==> config.mk <==
export PLATFORM = sky130hd
export DESIGN_NAME = imem_loader
export DESIGN_NICKNAME = d
export VERILOG_FILES = /design/src/rtl/imem_loader_pkg.sv /design/src/rtl/imem_loader_byte_packer.sv /design/src/rtl/imem_loader.sv
export SDC_FILE = /design/constraint.sdc
export NUM_CORES = 1
export LEC_CHECK = 0
export ABC_AREA = 1
export CAP_MARGIN = 10
export CORE_MARGIN = 5
export CORE_UTILIZATION = 39
export DETAILED_ROUTE_END_ITERATION = 16
export GPL_TIMING_DRIVEN = 0
export PLACE_DENSITY = 0.64
export RECOVER_POWER = 100
export SKIP_CTS_REPAIR_TIMING = 1
export SKIP_LAST_GASP = 1
export SYNTH_ARGS = -nofsm -noshare
export SYNTH_HDL_FRONTEND = slang
export SYNTH_SLANG_ARGS = --single-unit
==> constraint.sdc <==
create_clock -name clk -period 2.55 [get_ports clk]
set_input_delay 0.51 -clock clk [delete_from_list [all_inputs] [get_ports clk]]
set_output_delay 0.51 -clock clk [all_outputs]
set_load 0.005 [all_outputs]
**Run 1: cells coloured by class**

Fill, decap, tap and diode cells in grey.
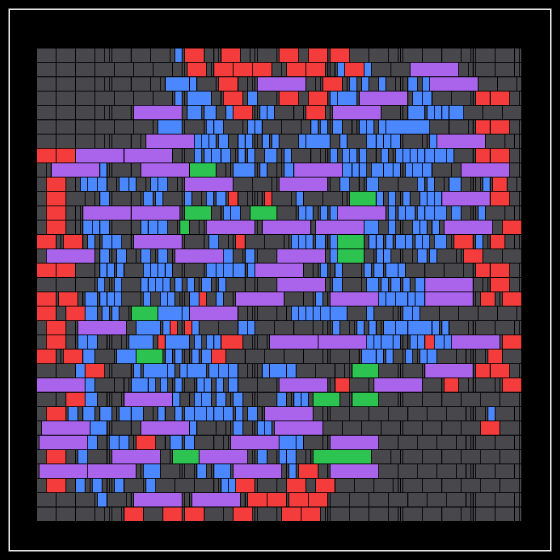
Key: purple = sequential cells [cells 59, share of their area 35%]; green = clock drivers and dummy loads [cells 14, share of their area 4.8%]; red = remaining buffers and delay cells [cells 92, share of their area 20%]; blue = combinational and other logic [cells 343, share of their area 40%]
row cnt: 33
sequential portion of the cell area: 34.3%
core footprint: 0.00826 sq mm

**Run 1: clock distribution**

Scale bar: 20 microns.
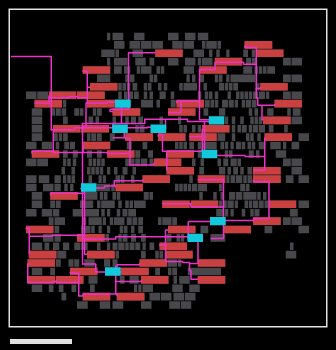
Key: magenta = clock wires [length 860 microns]; red = flip-flops [count 59]; cyan = clock drivers [count 9]
There are 10 routed clock nets.
Power Clock: 885 uW
Latency at later pin: 0.34 ns
clock share of power: 23.5%

**Run 1: where the registers sit**

Scale bar: 20 microns. Other sequential cells in the stronger grey, the rest of the logic in the fainter grey.
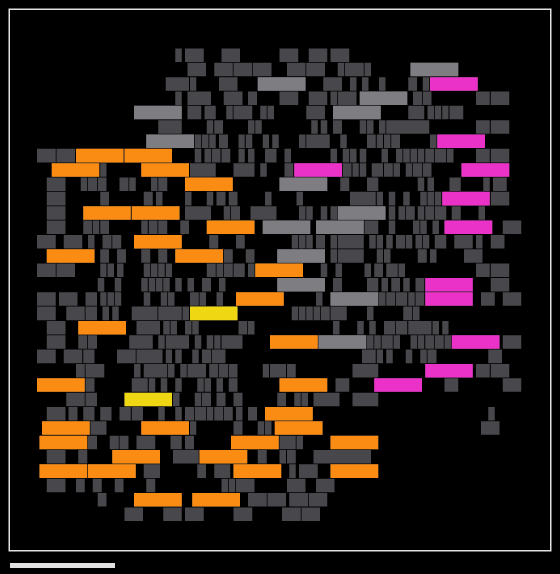
Key: orange = u_packer.word [flops 32]; yellow = u_packer.idx [flops 2]; magenta = count [flops 11]
Final Util: 52.2%
Seq power: 1.29 mW
Register Area: 0.00148 sq mm

==> reports/summary.txt, run 1 <==
run status: finished clean
FF+latch count, synth: 59
global-route wire length before repair: 14.2 mm
crit path launch type: input pin
met2 wire len: 4.06 mm
Crit Path Max Fanout: 10
per-cell routed wire length: 13.8 microns
crit-path cells: clkdlybuf4s50_1, inv_1, nand2_1, nor3_2, nand4_2, a21oi_1, inv_1, nand2_2, o22ai_1
initial antenna violation count: 0
critical path depth: 9
nets: 538
Mean Syn Cell Area: 7.89 sq um
most common cell in the netlist: nand2_1
WL met1: 3.82 mm
DRT iter0 DRCs: 93
Commonest cells post-synth: nand2_1 (121), dfrtp_1 (59), nand3_1 (50), inv_1 (40), nor2_1 (30)
R2R setup slack: 0.24 ns
IO Pins: 72
final wirelength: 8.46 mm
die width: 102 microns
Tmin final: 2.41 ns
CP max stage delay: 0.56 ns
fraction of layout cells with a size suffix above 1: 9.06%
cell type with the largest total area: dfrtp_1
total CTS buffers: 9
Max Root-Sink Buffers: 2
Hold Vio Cnt, Final: 0
Hold Path Cell Cnt: 2
period utilisation layout: 94.4%
# DRC: 0
MaxCap Viol Count: 0
Top Family by Delay on Critical Path: buffers and inverters
# port buffers: 71
Leak: 2.13 nW
RSZ-0062 raised after global routing: true
CTS tree: built
CTS sink cnt: 59
max-slew violation count: 0
wire length on met3: 426 microns
ANT cells: 0
Worst VDD drop: 0.000387 V
Max Clock Skew: 0.0107 ns
critical path type: input pin to register
Clock transition at path regs: 0.07 ns
largest net degree at the start of global routing: 34
Synth-to-Final Area Change: 29.3%
sequential area share after synthesis: 44.3%
tool warnings: 33
vias in the first global route: 2968
count of TritonRoute iterations in the first routing pass: 4
WP data arrival: 2.62 ns
worst r2r path cells: 9
hold crit path type: register to register
highest metal used: met4
Final setup viols: 0
slew margin rel.: 17.3%
WP buf/inv: 3
Critical Path RT: 2.76 ns
final setup TNS: 0 ns
ys cells: 422
final instance area: 0.00431 sq mm
## run 1: worst min-delay path: cells and delay by family (launching register included)
family        cells  cell delay, ns
flops             1            0.36
simple gates      2            0.11
## run 1: routing by layer
layer | vias up | GRT usage, %
li1 | 1536 | -
met1 | 1405 | 23.0
met2 | 69 | 27.0
met3 | 14 | 3.62
met4 | 0 | 6.05
met5 | - | 0
## run 1: kinds of logic (layout without fill, tap and decap cells)
kind of cell	after synthesis	in the layout	share of synthesized area, %
and+or+nand+nor	228	228	30.1
AOI/OAI and AO/OA	56	56	11.2
adders and majority gates	9	9	3.38
DFF	59	59	44.3
xor gates and xnor gates	3	3	1.20
buffers and inverters	67	153	9.80
## run 1: cell usage in the layout (no fill, tap or decap), drive strengths merged
master | netlist | routed
nand2 | 124 | 124
clkbuf | 5 | 29
or2 | 1 | 1
nand3 | 50 | 50
a31oi | 1 | 1
nand4 | 15 | 15
xnor2 | 1 | 1
o22ai | 6 | 6
clkdlybuf4s50 | 0 | 31
buf | 15 | 4
ha | 9 | 9
nand3b | 3 | 3
inv | 44 | 44
nor2 | 31 | 31
bufinv | 0 | 1
dlygate4sd3 | 0 | 40
a21oi | 26 | 26
a22oi | 1 | 1
o21ai | 22 | 22
xor2 | 1 | 1
xnor3 | 1 | 1
dfrtp | 59 | 59
nor3 | 4 | 4
clkinv | 3 | 4
## run 1: layout make-up
| cell class | instances | share of cell area (%) |
|---|---|---|
| plain buffers | 20 | 2.96 |
| clock buffers | 12 | 3.83 |
| flip-flops and latches | 59 | 34.3 |
| inverters | 47 | 4.15 |
| multi-input cells | 296 | 34.2 |
| repair buffers | 72 | 16.7 |
| well taps | 105 | 3.05 |
| clock inverters | 2 | 0.813 |
## run 1: metrics by stage
| stage | power [mW] | utilization (%) | worst slack (ns) | cells | hold WS [ns] |
|---|---|---|---|---|---|
| after global routing | 4.08 | 52.2 | -0.0356 | 613 | 0.524 |
| final | 3.77 | 52.2 | 0.143 | 613 | 0.493 |
| after global placement | 3.00 | 50.5 | -0.601 | 598 | 0.463 |
| after detailed placement | 3.02 | 50.8 | 0.0542 | 599 | 0.475 |
| after CTS | 3.92 | 53.2 | 0.0231 | 613 | 0.493 |
| after floorplan | 2.43 | - | 0.419 | 422 | 0.444 |
## run 1: power by group
group | total, mW | switching, mW | internal (mW) | leakage, nW
sequential | 1.29 | 0.142 | 1.14 | 0.795
combinational | 1.60 | 0.950 | 0.650 | 1.24
clock | 0.885 | 0.366 | 0.519 | 0.104
**Run 1: routed metal, one colour a layer**

Scale bar: 20 microns. Only two layers are drawn.
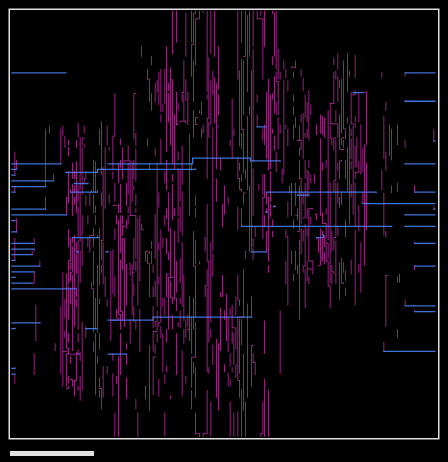

==> inputs of run 2 (changes only) <==
--- a/config.mk
+++ b/config.mk
@@ -13,6 +13,7 @@
 export GPL_TIMING_DRIVEN = 0
 export PLACE_DENSITY = 0.64
 export RECOVER_POWER = 100
+export REMOVE_ABC_BUFFERS = 1
 export SKIP_CTS_REPAIR_TIMING = 1
 export SKIP_LAST_GASP = 1
 export SYNTH_ARGS = -nofsm -noshare
**Run 2: routed metal, one colour a layer**

Scale bar: 20 microns. Only two layers are drawn.
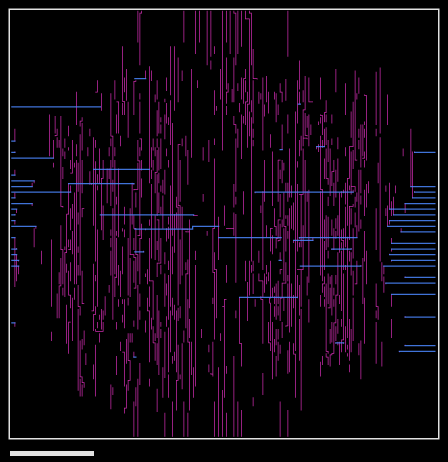
Key: magenta = metal 2 [wire length 4340 microns]; blue = metal 3 [wire length 434 microns]
All-Layer GR Usage: 17.6%
vias: 3049
final wirelength: 8.72 mm
per-cell routed wire length: 14.6 microns

==> run 2 against run 1 <==
Area after synthesis stayed put; core utilization fell by 1.3 points; register-to-register slack improved by 0.12 ns; via count rose by 0.83%; routed wire length is 3.1% higher; clock power grew 11%; total power increased by 0.63%; fmax rose by 3.8%; non-clock buffer count down 19; die size unchanged; critical endpoint is now busy; largest power group unchanged.
==> reports/summary.txt, run 2 <==
run status: finished clean
Register Area: 0.00148 sq mm
Cell Type Count: 34
hold slack final: 0.489 ns
Synth Instances: 422
fraction of registers with async set/reset: 100%
# port buffers: 71
IO Pins: 72
period utilisation layout: 90.9%
final setup TNS: 0 ns
Max Root-Sink Buffers: 2
die width: 102 microns
Adder Area Share: 3.38%
share of the synthesized area in the top cell type: 44.3%
yosys stat area: 0.00333 sq mm
main area contributors: dfrtp_1 (44%), nand2_1 (14%), nand3_1 (7.5%), a21oi_2 (5.0%), inv_1 (4.5%)
Clock transition at path regs: 0.07 ns
die area: 0.0105 sq mm
Simple Share, Synth: 30.1%
critical path type: register to output port
tool warnings: 31
ANT cells: 0
CTS tree: built
Fillers: 835
Critical Path RT: 2.04 ns
total CTS buffers: 9
hold crit path type: register to register
vias in the first global route: 3021
Synth-to-Final Area Change: 26.0%
Hold Vio Cnt, Final: 0
MaxCap Viol Count: 0
row cnt: 33
mux cell area share after synthesis: 0%
RSZ-0062 raised after global routing: false
largest net degree at the start of global routing: 33
Commonest cells post-synth: nand2_1 (121), dfrtp_1 (59), nand3_1 (50), inv_1 (40), nor2_1 (30)
aoi share: 11.2%
nets: 519
count of TritonRoute iterations in the first routing pass: 4
Mean Syn Cell Area: 7.89 sq um
crit path launch type: register
most common cell in the netlist: nand2_1
DRT iter0 DRCs: 155
Peak Freq: 0.431 GHz
global-route wire length before repair: 14.4 mm
slew margin rel.: 24.9%
Leak: 2.10 nW
antenna viol nets, final: 0
CTS sink cnt: 59
Worst VDD drop: 0.000402 V
FF+latch count, synth: 59
worst slew pin tran: 1.13 ns
# DRC: 0
Final setup viols: 0
global route overflow: 0
WP data arrival: 1.81 ns
ys cells: 422
core footprint: 0.00826 sq mm
XOR/XNOR Fraction of Synth Area: 1.20%
Tmin final: 2.32 ns
Top Layout Cells: nand2_1 (121), dfrtp_1 (58), nand3_1 (50)
highest-count logic cell in the final layout: nand2_1
R2R setup slack: 0.36 ns
GPL Wtd Cong: 0.861
worst r2r path cells: 8
Hold Path Cell Cnt: 2
comb area leader: simple AND/OR/NAND/NOR gates
max-slew violation count: 0
vias per cell: 5.12
sequential area share after synthesis: 44.3%
fraction of layout cells with a size suffix above 1: 6.31%
cell type with the largest total area: dfrtp_1
Latency at later pin: 0.34 ns
Max Clock Skew: 0.00930 ns
Critical Path Sink Type: output port
initial antenna violation count: 0
Crit Path Max Fanout: 5
die height: 102 microns
**Run 2: cells coloured by class**

Fill, decap, tap and diode cells in grey.
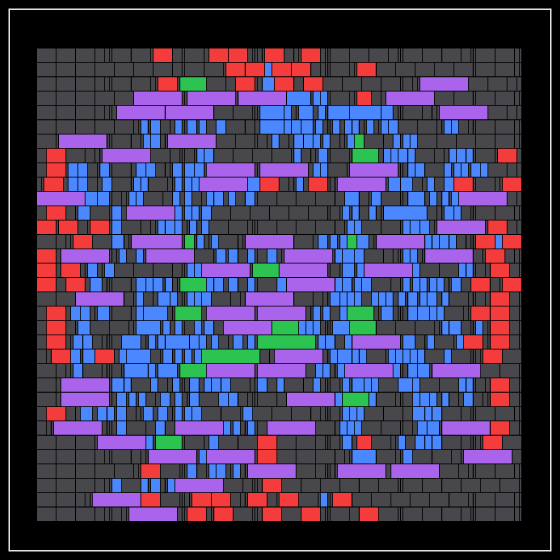
Key: green = clock drivers and dummy loads [cells 16, share of their area 5.6%]; purple = sequential cells [cells 59, share of their area 36%]; red = remaining buffers and delay cells [cells 73, share of their area 18%]; blue = combinational and other logic [cells 343, share of their area 40%]
sequential portion of the cell area: 35.2%
final instance area: 0.00420 sq mm
Final Util: 50.8%

[run 2: area by class of cell]
class | count | share of cell area, %
sequential | 59 | 35.2
multi-input combinational | 296 | 34.7
timing repair buffer | 73 | 17.3
inverter | 47 | 4.26
clock buffer | 11 | 3.61
tap | 105 | 3.13
clock inverter | 5 | 1.79
[run 2: where the power goes]
group	internal [mW]	total [mW]	switching, mW
Sequential	1.14	1.34	0.195
Clock	0.599	0.983	0.384
Combinational	0.566	1.47	0.908
Total	2.31	3.79	1.49
[run 2: worst max-delay path: stages (launching register included)]
cell	delay, ns
dfrtp_1	0.37
inv_1	0.06
ha_1	0.36
inv_1	0.11
dlygate4sd3_1	0.58
[run 2: cell families (layout without fill, tap and decap cells)]
| kind of cell | after synthesis | count (layout) |
|---|---|---|
| adder cells (fa/ha/maj) | 9 | 9 |
| XOR/XNOR | 3 | 3 |
| buffers and inverters | 67 | 136 |
| flip-flops | 59 | 59 |
| AND-OR/OR-AND | 56 | 56 |
| AND/OR/NAND/NOR | 228 | 228 |
[run 2: per-stage QoR]
step / std cells / setup slack, ns / area [sq um] / power, mW
6_report: 596 / 0.231 / 4200 / 3.79
5_1_grt: 596 / 0.0889 / 4200 / 4.09
4_1_cts: 595 / -0.0801 / 4270 / 3.92
3_5_place_dp: 579 / -0.248 / 4050 / 2.91
3_3_place_gp: 578 / -0.593 / 4030 / 2.88
2_1_floorplan: 402 / 0.381 / 3180 / 2.30
[run 2: metal layers]
layer  global-route usage [%]  share of wire [%]  vias up
met4                     6.66                1.8        0
met2                     29.9                 50       71
met3                     2.66                5.0       11
met5                        0                  0        -
li1                         -                  -     1506
met1                     22.8                 43     1461
Power figures rest on the tool's default switching activity, not on a simulated workload.
